--- src/rtl/gerenciador_pkg.sv ---
// gerenciador_pkg: one-hot activity encoding and saturating need arithmetic
package gerenciador_pkg;
  typedef enum logic [3:0] {
    IDLE       = 4'b0000,
    DORMINDO   = 4'b0001,
    COMENDO    = 4'b0010,
    DANDO_AULA = 4'b0100,
    MORTO      = 4'b1000
  } estado_t;
  function automatic logic [31:0] sat_add(input logic [31:0] a, input logic [31:0] b, input logic [31:0] max);
    logic [32:0] s;
    s = {1'b0, a} + {1'b0, b};
    return (s > {1'b0, max}) ? max : s[31:0];
  endfunction
  function automatic logic [31:0] sat_sub(input logic [31:0] a, input logic [31:0] b);
    return (a > b) ? a - b : '0;
  endfunction
endpackage

--- src/rtl/gerenciador_estados_decodificador.sv ---
// decodificador_botoes: rising-edge detection with a combo window that merges b1+b2 into ev_ambos
module decodificador_botoes #(
  parameter int JANELA = 3
) (
  input  logic clk,
  input  logic rst,
  input  logic b1,
  input  logic b2,
  output logic ev_b1,
  output logic ev_b2,
  output logic ev_ambos
);
  localparam int CW = JANELA > 0 ? $clog2(JANELA + 1) : 1;
  logic b1_q, b2_q, quem, e1, e2, outro;
  logic [CW-1:0] cnt;
  assign e1 = b1 & ~b1_q;
  assign e2 = b2 & ~b2_q;
  // quem remembers which button opened the window; only the other one can close it as a combo
  assign outro = quem ? e1 : e2;
  always_ff @(posedge clk or posedge rst) begin
    if (rst) begin
      b1_q <= 1'b0;
      b2_q <= 1'b0;
      quem <= 1'b0;
      cnt <= '0;
      ev_b1 <= 1'b0;
      ev_b2 <= 1'b0;
      ev_ambos <= 1'b0;
    end else begin
      b1_q <= b1;
      b2_q <= b2;
      ev_b1 <= 1'b0;
      ev_b2 <= 1'b0;
      ev_ambos <= 1'b0;
      if (cnt != '0) begin
        if (outro) begin
          ev_ambos <= 1'b1;
          cnt <= '0;
        end else if (cnt == CW'(1)) begin
          ev_b1 <= ~quem;
          ev_b2 <= quem;
          cnt <= '0;
        end else cnt <= cnt - 1'b1;
      end else if (e1 && e2) ev_ambos <= 1'b1;
      else if (e1 || e2) begin
        if (JANELA == 0) begin
          ev_b1 <= e1;
          ev_b2 <= e2;
        end else begin
          cnt <= CW'(JANELA);
          quem <= e2;
        end
      end
    end
  end
endmodule

--- src/rtl/gerenciador_estados.sv ---
// gerenciador_estados: pet activity FSM with timed activities and hunger/sleep needs that can kill it
module gerenciador_estados #(
  parameter int NIVEL_W    = 4,
  parameter int TMR_W      = 8,
  parameter int PERIODO    = 4,
  parameter int DUR_COMER  = 10,
  parameter int DUR_DORMIR = 30,
  parameter int DUR_AULA   = 20,
  parameter int JANELA     = 3,
  parameter int DEC        = 2
) (
  input  logic               clk,
  input  logic               rst,
  input  logic               b1,
  input  logic               b2,
  input  logic               tick,
  output logic [3:0]         estado,
  output logic [NIVEL_W-1:0] fome,
  output logic [NIVEL_W-1:0] sono,
  output logic               morreu
);
  import gerenciador_pkg::*;
  localparam logic [NIVEL_W-1:0] NIVEL_MAX = '1;
  estado_t st, st_n;
  logic [TMR_W-1:0] timer, timer_n, presc, dur;
  logic [NIVEL_W-1:0] fome_n, sono_n;
  logic ev_b1, ev_b2, ev_ambos, passo, fim, morre;
  decodificador_botoes #(.JANELA(JANELA)) u_dec (
    .clk(clk),
    .rst(rst),
    .b1(b1),
    .b2(b2),
    .ev_b1(ev_b1),
    .ev_b2(ev_b2),
    .ev_ambos(ev_ambos)
  );
  function automatic logic [NIVEL_W-1:0] nivel_prox(input logic [NIVEL_W-1:0] v, input logic desce, input logic duplo);
    return desce ? NIVEL_W'(sat_sub(32'(v), 32'(DEC)))
                 : NIVEL_W'(sat_add(32'(v), duplo ? 32'd2 : 32'd1, 32'(NIVEL_MAX)));
  endfunction
  assign passo = tick && st != MORTO && presc == TMR_W'(PERIODO - 1);
  assign fim = tick && timer == TMR_W'(1);
  assign fome_n = passo ? nivel_prox(fome, st == COMENDO, st == DANDO_AULA) : fome;
  assign sono_n = passo ? nivel_prox(sono, st == DORMINDO, st == DANDO_AULA) : sono;
  assign morre = st != MORTO && (fome_n == NIVEL_MAX || sono_n == NIVEL_MAX);
  assign dur = st_n == COMENDO ? TMR_W'(DUR_COMER) : st_n == DORMINDO ? TMR_W'(DUR_DORMIR) : TMR_W'(DUR_AULA);
  always_comb begin
    st_n = st;
    case (st)
      IDLE:       st_n = ev_b1 ? COMENDO : ev_b2 ? DORMINDO : ev_ambos ? DANDO_AULA : IDLE;
      COMENDO:    st_n = (ev_b1 || fim) ? IDLE : COMENDO;
      DORMINDO:   st_n = (ev_b2 || fim) ? IDLE : DORMINDO;
      DANDO_AULA: st_n = (ev_ambos || fim) ? IDLE : DANDO_AULA;
      default:    st_n = st;
    endcase
    if (morre) st_n = MORTO;
  end
  // timer is cleared on every return to IDLE so a stale count never looks like a timeout
  always_comb begin
    timer_n = (st == MORTO || st_n == MORTO) ? timer
            : st_n == IDLE ? '0
            : st == IDLE ? dur
            : (tick && timer != '0) ? timer - 1'b1 : timer;
  end
  always_ff @(posedge clk or posedge rst) begin
    if (rst) begin
      st <= IDLE;
      timer <= '0;
      presc <= '0;
      fome <= '0;
      sono <= '0;
    end else begin
      st <= st_n;
      timer <= timer_n;
      fome <= fome_n;
      sono <= sono_n;
      if (st != MORTO && tick) presc <= passo ? '0 : presc + 1'b1;
    end
  end
  assign estado = st;
  assign morreu = st == MORTO;
endmodule

--- config.mk ---
export PLATFORM = sky130hd
export DESIGN_NAME = gerenciador_estados
export DESIGN_NICKNAME = d
export VERILOG_FILES = /design/src/rtl/gerenciador_pkg.sv /design/src/rtl/gerenciador_estados_decodificador.sv /design/src/rtl/gerenciador_estados.sv
export SDC_FILE = /design/constraint.sdc
export NUM_CORES = 1
export LEC_CHECK = 0
export CORE_UTILIZATION = 53
export DETAILED_ROUTE_END_ITERATION = 12
export GPL_ROUTABILITY_DRIVEN = 0
export PLACE_DENSITY_LB_ADDON = 0.1
export SETUP_SLACK_MARGIN = 0.3
export SYNTH_ARGS = -nofsm -noshare
export SYNTH_HDL_FRONTEND = slang
export SYNTH_HIERARCHICAL = 1
export SYNTH_SLANG_ARGS = --single-unit
--- constraint.sdc ---
create_clock -name clk -period 2.94 [get_ports clk]
set_clock_uncertainty 0.05 [all_clocks]
set_input_delay 0.588 -clock clk [delete_from_list [all_inputs] [get_ports clk]]
set_output_delay 0.588 -clock clk [all_outputs]
set_load 0.01 [all_outputs]
Figure 1. The clock network.
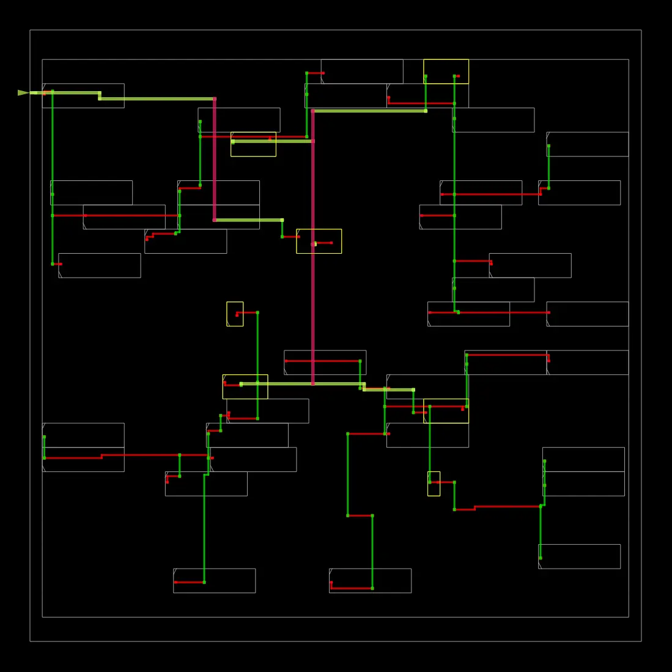
Layout clock buffers: 6
FF+latch count: 36
clock sink count: 36
clk pwr: 0.000334 W
Late-Pin Clk Latency: 290 ps

Figure 2. Cell classes on the final placement.
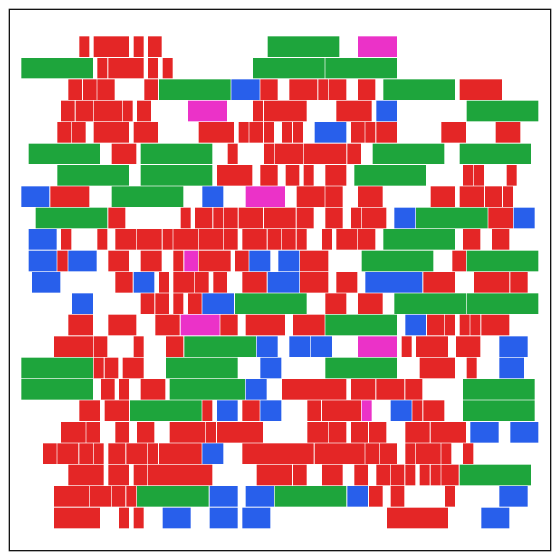
Blue is other buffers and delay cells, cells 40, share of their area 13%. Red is all other logic, cells 209, share of their area 53%. Magenta is clock drivers and dummy loads, cells 7, share of their area 2.7%. Green is flops, cells 36, share of their area 32%.
core area: 4115 um^2
Util after Layout: 70.84%
Seq area share: 30.94%
Rows: 23

==> flow_summary.yaml <==
# yosys + openroad results
synthesis:
  ys.flops: 36
  ff_type: "dfrtp_1"
  yosys.cell_types.count: 62
  synth_warnings: 6
  syn_nets: 273
  syn_avg_cell_area_um2: 9.215
  ys_area_um2: 2350
layout:
  inverters: 16
  dominant_cells: "logic gates"
  clkCellAreaFrac_pct: 2.661
  combGateArea_um2: 1448
  sh_comb_area_pct: 49.66
  mostFrequentLayoutCells: "35 x dfrtp_1, 22 x nand2_1, 19 x buf_4, 17 x nor2_1"
  comb_cells: 193
power_and_ir_drop:
  clockPowerShare_pct: 10.6
  p_int_w: 0.001771
  powerDensity_nw_per_um2: 1085
  seq_power_w: 0.000941
  comb_power_w: 0.00189
  power.group.top: "combinational cells"
setup_path:
  max_stage_delay_ps: 600
  cpMostUsedCell: "buf_4"
  timing.rr.start: "estado[0]"
  crit_cells: 9
  crit_type: "register to register"
clock_tree:
  htreeDepth: 2
  cts.hold.buffers_added: 0
place:
  dp_hpwl_um: 3729
  place_inst: 326
run:
  maxCapViolations: 0
final_timing:
  max_freq_mhz: 328.7
  period_needed_ps: 3043
  setup-tns-final_ps: -204.8
  fin_crit_sh_pct: 103.5
  setup_viol_count_final: 6
  hold_viol: 0
  final.setup.worst_slack_ps: -102.7
floorplan:
  pin_count: 18
  die_height_um: 68.59
  die-area_um2: 4704
global_routing:
  grt_overflow: 0
run_status:
  outcome: "complete, but fails checks"
  failed_checks: "setup timing"
drt:
  wl_met3_um: 216
  vias_per_cell: 6.120
  routedWlPerCell_um: 15.60
## path summary, 6_finish.rpt
path / to / slack, ps
max: timer[6] / -100
min: presc[7] / 440
max reg2reg: timer[6] / -100
min reg2reg: presc[7] / 440
max in group asynchronous: timer[2] / 1560
min in group asynchronous: u_dec/b2_q / 520
## per-layer routing
metal  vias to the layer above  GRT usage [%]
li1                       1014              -
met1                      1012          32.26
met2                        53          38.24
met3                        14          5.099
met4                         0          7.031
met5                         -              0
## logic make-up (layout without fill, tap and decap cells)
family | count (synthesis) | in the layout | share of synthesized area [%]
compound gates | 72 | 72 | 20.56
xor+xnor | 7 | 7 | 2.609
fa+ha+maj | 13 | 13 | 7.561
buf+inv | 26 | 63 | 5.431
flops | 36 | 36 | 38.34
mux | 3 | 3 | 1.331
simple gates | 98 | 98 | 24.17
Power is estimated from default activity; no workload was simulated.
